==> config.mk <==
export PLATFORM = sky130hd
export DESIGN_NAME = wb_dac_playback
export DESIGN_NICKNAME = d
export VERILOG_FILES = /design/src/rtl/wb_dac_playback_pkg.sv /design/src/rtl/wb_dac_playback_fifo.sv /design/src/rtl/wb_dac_playback.sv
export SDC_FILE = /design/constraint.sdc
export NUM_CORES = 1
export LEC_CHECK = 0
export ABC_AREA = 1
export CAP_MARGIN = 10
export CORE_ASPECT_RATIO = 1.4
export CORE_MARGIN = 2
export CORE_UTILIZATION = 45
export CTS_CLUSTER_SIZE = 12
export DETAILED_ROUTE_END_ITERATION = 10
export GPL_TIMING_DRIVEN = 0
export PLACE_DENSITY_LB_ADDON = 0.08
export SYNTH_ARGS = -nofsm -noshare
export SYNTH_HDL_FRONTEND = slang
export SYNTH_SLANG_ARGS = --single-unit
==> constraint.sdc <==
create_clock -name wb_clk -period 11.1 [get_ports wb_clk]
set_input_delay 1.665 -clock wb_clk [delete_from_list [all_inputs] [get_ports wb_clk]]
set_output_delay 1.665 -clock wb_clk [all_outputs]
set_load 0.1 [all_outputs]
Run 1, clock wires, drivers and flops:
(2 px per um)
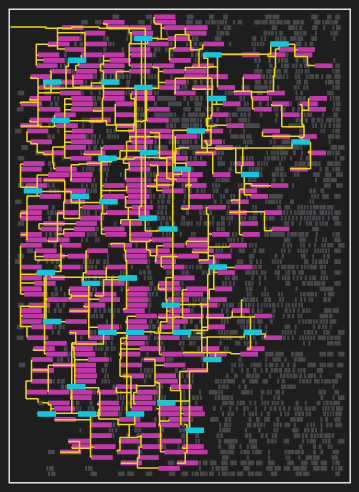
Magenta stands for flip-flops, count 347. Yellow stands for clock wires, length 4180 um. Cyan stands for cells driving clock nets, count 37.
There are 38 routed clock nets.
clock-net power: 0.00114 W
skew final: 0.0229 ns
Clock Latency Late Sink: 0.55 ns
clock share of power: 29.5%

Run 1, placed cells, one colour a class:
(1.5 px per um) Fill, decap, tap and diode cells in grey.
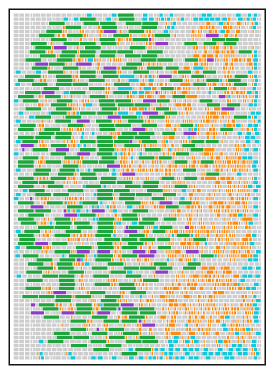
Cyan stands for other buffers and delay cells, cells 277. Orange stands for all other logic, cells 1384. Green stands for flops, cells 347. Purple stands for clock drivers and dummy loads, cells 56.
Final Cell Area: 20900 um^2
# rows: 85
core box area: 38200 um^2
flop share of the area: 48.4%
fin util: 54.8%

Run 1, placement density heat map:
(1 px per um) 17 x 24 tiles, from black (low) to pale yellow (high), 0 to 100% covered.
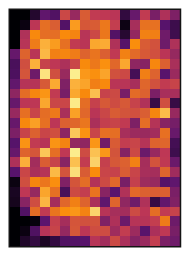
The emptiest ninth of the die: lower left. The mean over all tiles is 51%. 12% of the tiles are over 75% full. The fullest tile reaches 96%. 2.5% of the tiles are nearly empty.
initial core utilization: 45.3%

==> ci_impl_report.md, run 1 <==
## Implementation flow summary

| Metric | Value |
|---|---|
| Power Dens Cells | approximately 180 nW/um^2 |
| TritonCTS clock tree | done |
| Fin Hold WS | approximately 0.50 ns |
| Unrepaired setup endpoints after global routing | no |
| Most numerous logic cells after layout | nor2_1 (342), edfxtp_1 (288), nand2_1 (267), o21ai_0 (184), inv_1 (148) |
| Outcome | finished clean |
| Fill count | between 3000 and 4000 |
| Hold WC Path Type | reg2reg |
| R2R depth | 11 |
| IO Count | between 150 and 200 |
| H-tree Lvls | 2 |
| Max FFs per register | 256 |
| Layout area overhead | 21.0% |
| Worst Setup Start Kind | primary input |
| Mapped Avg Cell Area | roughly 9.6 um^2 |
| Routed len/inst | 18.0 um |
| Setup violations, final | 0 |
| Setup Fix Bufs, Post-CTS | 0 |
| CTS resizes | 0 |
| Chip height | 236 um |
| Final nets | between 2000 and 2500 |
| Logic cell area | between 6000 and 7000 um^2 |
run 1: report_power, final:
part / total (W) / switching (W) / internal, W
clock network: 0.00114 / 0.000501 / 0.000638
logic: 0.00116 / 0.000850 / 0.000315
registers: 0.00156 / 0.0000464 / 0.00151
total: 0.00386 / 0.00140 / 0.00247
run 1: logic make-up (layout without fill, tap and decap cells):
family	after synthesis	in the layout	synth area share, %
other	2	44	0.0434
AOI/OAI and AO/OA	328	328	10.4
adders and majority gates	32	32	2.40
and+or+nand+nor	774	774	19.1
buffers and inverters	268	488	6.89
DFF	347	347	58.5
xor gates and xnor gates	51	51	2.58
run 1: Yosys cell counts (all sizes together):
| cell | instances |
|---|---|
| buf | 64 |
| and3 | 2 |
| nor3b | 2 |
| clkbuf | 49 |
| nand2 | 276 |
| nor3 | 25 |
| a31oi | 35 |
| edfxtp | 288 |
| or2 | 5 |
| and2 | 2 |
| o21ai | 186 |
| o31ai | 2 |
| conb | 2 |
| o21a | 4 |
| o2111ai | 1 |
| a21oi | 47 |
| a21o | 4 |
| nand4 | 24 |
| nor4 | 6 |
| a21boi | 1 |
| o21bai | 1 |
| inv | 155 |
| xnor2 | 23 |
| ha | 30 |
| nand3b | 7 |
| o22ai | 47 |
| nand3 | 62 |
| xor2 | 28 |
| fa | 2 |
| nor2 | 363 |
| dfrtp | 59 |
run 1: metrics by stage:
step / area (um^2) / util [%] / instances
final: 20900 / 54.8 / 2542
after global routing: 20900 / 54.8 / 2542
after CTS: 20900 / 54.8 / 2542
after detailed placement: 19800 / 51.9 / 2486
after global placement: 19500 / 51.1 / 2468
after floorplan: 17500 / - / 1844
run 1: routing by layer:
metal	global-route usage, %	up-vias	wire length (um)
met5	0	-	0
met4	8.16	0	1540
met3	2.21	86	1840
met2	42.4	350	24200
met1	27.1	6297	18200
li1	-	6537	-
run 1: final cells by class:
type                       instances  share of cell area, %
sequential                       347                   48.4
multi-input combinational       1229                   29.6
timing repair buffer             164                   8.23
clock buffer                      48                   4.76
buffer                           113                   2.92
tap                              478                   2.86
inverter                         155                   2.78
clock inverter                     8                  0.484
run 1: worst max-delay path, stage by stage:
cell             delay, ns
clkdlybuf4s50_1       0.40
ha_1                  0.26
fa_1                  0.48
nand3_1               0.11
nand2_1               0.09
a21o_1                0.24
a21oi_1               0.28
nor2_1                0.14
nand3_1               0.09
nand2_1               0.05
nor2_1                0.09
clkdlybuf4s50_1       1.14
Run 1, clock wiring as the flow saved it:
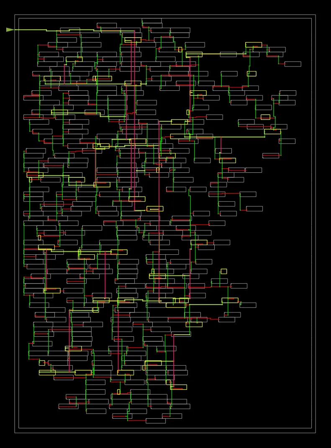

## Run 2: what changed since run 1
==> constraint.sdc (replaced) <==
create_clock -name wb_clk -period 5.8 [get_ports wb_clk]
set_input_delay 0.87 -clock wb_clk [delete_from_list [all_inputs] [get_ports wb_clk]]
set_output_delay 0.87 -clock wb_clk [all_outputs]
set_load 0.1 [all_outputs]
Run 2, clock wiring as the flow saved it:
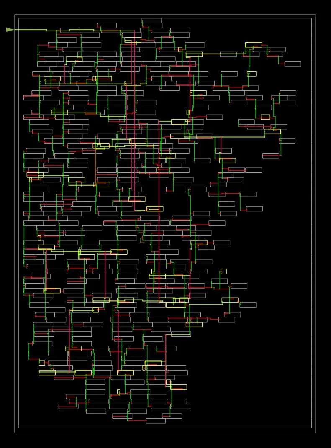
Layout clock buffers: 48
skew final: 0.0227 ns
clock-net power: 0.00218 W
Num CTS Buffers: 37
Flop Count: 347

==> run 2 against run 1 <==
  * Final cell count unchanged
  * Largest power group unchanged
  * Non-clock buffer count unchanged
  * Combinational power up 92%
  * First-iteration DRC count down 0.52%
  * Sequential power up 92%
  * Largest cell class unchanged
  * Worst setup slack worse by 3.7 ns
  * Via count about the same
  * Hold slack unchanged
  * Die size unchanged
  * Final area unchanged
==> ci_impl_report.md, run 2 <==
## Implementation flow summary

| Metric | Value |
|---|---|
| Outcome | finished clean |
| H-tree Lvls | 2 (unchanged) |
| Routed len/inst | 18.0 um (about the same) |
| CTS resizes | 0 (unchanged) |
| Clock share of power | 29.5% (about the same) |
| Synth async-reset ratio | 17.0% (unchanged) |
| Dpl cells | 2486 (unchanged) |
| Setup Fix Bufs, Post-CTS | 0 (unchanged) |
| Setup violations, final | 0 (unchanged) |
| Final nets | 2183 (unchanged) |
| Core box area | 38200 um^2 (unchanged) |
| IO Count | 193 (unchanged) |
| Max FFs per register | 256 (unchanged) |
| Fin util | 54.8% (unchanged) |
| Hold WC Path Type | reg2reg |
| Unrepaired setup endpoints after global routing | no |
| Cell internal pwr | 0.00472 W (+91%) |
| Dominant flop cell | edfxtp_1 |
| Initial core utilization | 45.3% (unchanged) |
| Worst Setup Start Kind | primary input |
| Synth top cell by count | nor2_1 |
| Mapped Avg Cell Area | 9.60 um^2 (unchanged) |
| Clock Latency Late Sink | 0.55 ns (about the same) |
| Synth cell count leaders | nor2_1 (347), edfxtp_1 (288), nand2_1 (267), o21ai_0 (184), inv_1 (149) |
| R2R depth | 11 (unchanged) |
| Post-route insts no fill | 2542 (unchanged) |
| Most numerous logic cells after layout | nor2_1 (342), edfxtp_1 (288), nand2_1 (267), o21ai_0 (184), inv_1 (148) |
| Sw power | 0.00268 W (+92%) |
## run 2: cell counts after synthesis
Identical to the previous run, type by type.
## run 2: worst max-delay path: stages
cell and delay [ns]:
clkdlybuf4s50_1 0.40, ha_1 0.26, fa_1 0.48, nand3_1 0.11, nand2_1 0.09, a21o_1 0.24, a21oi_1 0.28, nor2_1 0.14
nand3_1 0.09, nand2_1 0.05, nor2_1 0.09, clkdlybuf4s50_1 1.14
## run 2: routing by layer
layer  routed length, um  vias up  share of wire, %  track usage (%)
met4                1620        0               3.5             8.31
met2               24100      373                53             42.3
met3                1960       88               4.3             2.20
met5                   0        -                 0                0
met1               18000     6275                39             27.1
li1                    -     6535                 -                -
## run 2: area by class of cell
class | count | area [um^2]
Buffer | 113 | 611
Clock buffer | 48 | 997
Clock inverter | 8 | 101
Fill cell | 3413 | 17300
Inverter | 155 | 582
Multi-Input combinational cell | 1229 | 6190
Sequential cell | 347 | 10100
Tap cell | 478 | 598
Timing Repair Buffer | 164 | 1720
## run 2: per-stage QoR
stage               setup WS (ns)  instance area, um^2  hold slack, ns
finish                      0.674                20900           0.498
global route                0.504                20900           0.547
CTS                         0.657                20900           0.501
detailed placement          0.659                19800           0.489
global placement            -1.60                19500           0.471
floorplan                   0.699                17500           0.454
## run 2: power groups by stage
stage	logic, W	clock network [W]	registers (W)
global placement	0.00220	0	0.00304
finish	0.00223	0.00218	0.00299
floorplan	0.00149	0	0.00303
CTS	0.00225	0.00222	0.00299
global route	0.00244	0.00231	0.00300
detailed placement	0.00224	0	0.00304
## run 2: cells by family (layout without fill, tap and decap cells)
family | count (synthesis) | count (layout) | synth area share [%]
compound gates | 328 | 328 | 10.4
flops | 347 | 347 | 58.5
buf+inv | 268 | 488 | 6.89
other cells | 2 | 44 | 0.0434
fa+ha+maj | 32 | 32 | 2.40
xor+xnor | 51 | 51 | 2.58
simple gates | 774 | 774 | 19.1
Power figures rest on the tool's default switching activity, not on a simulated workload.
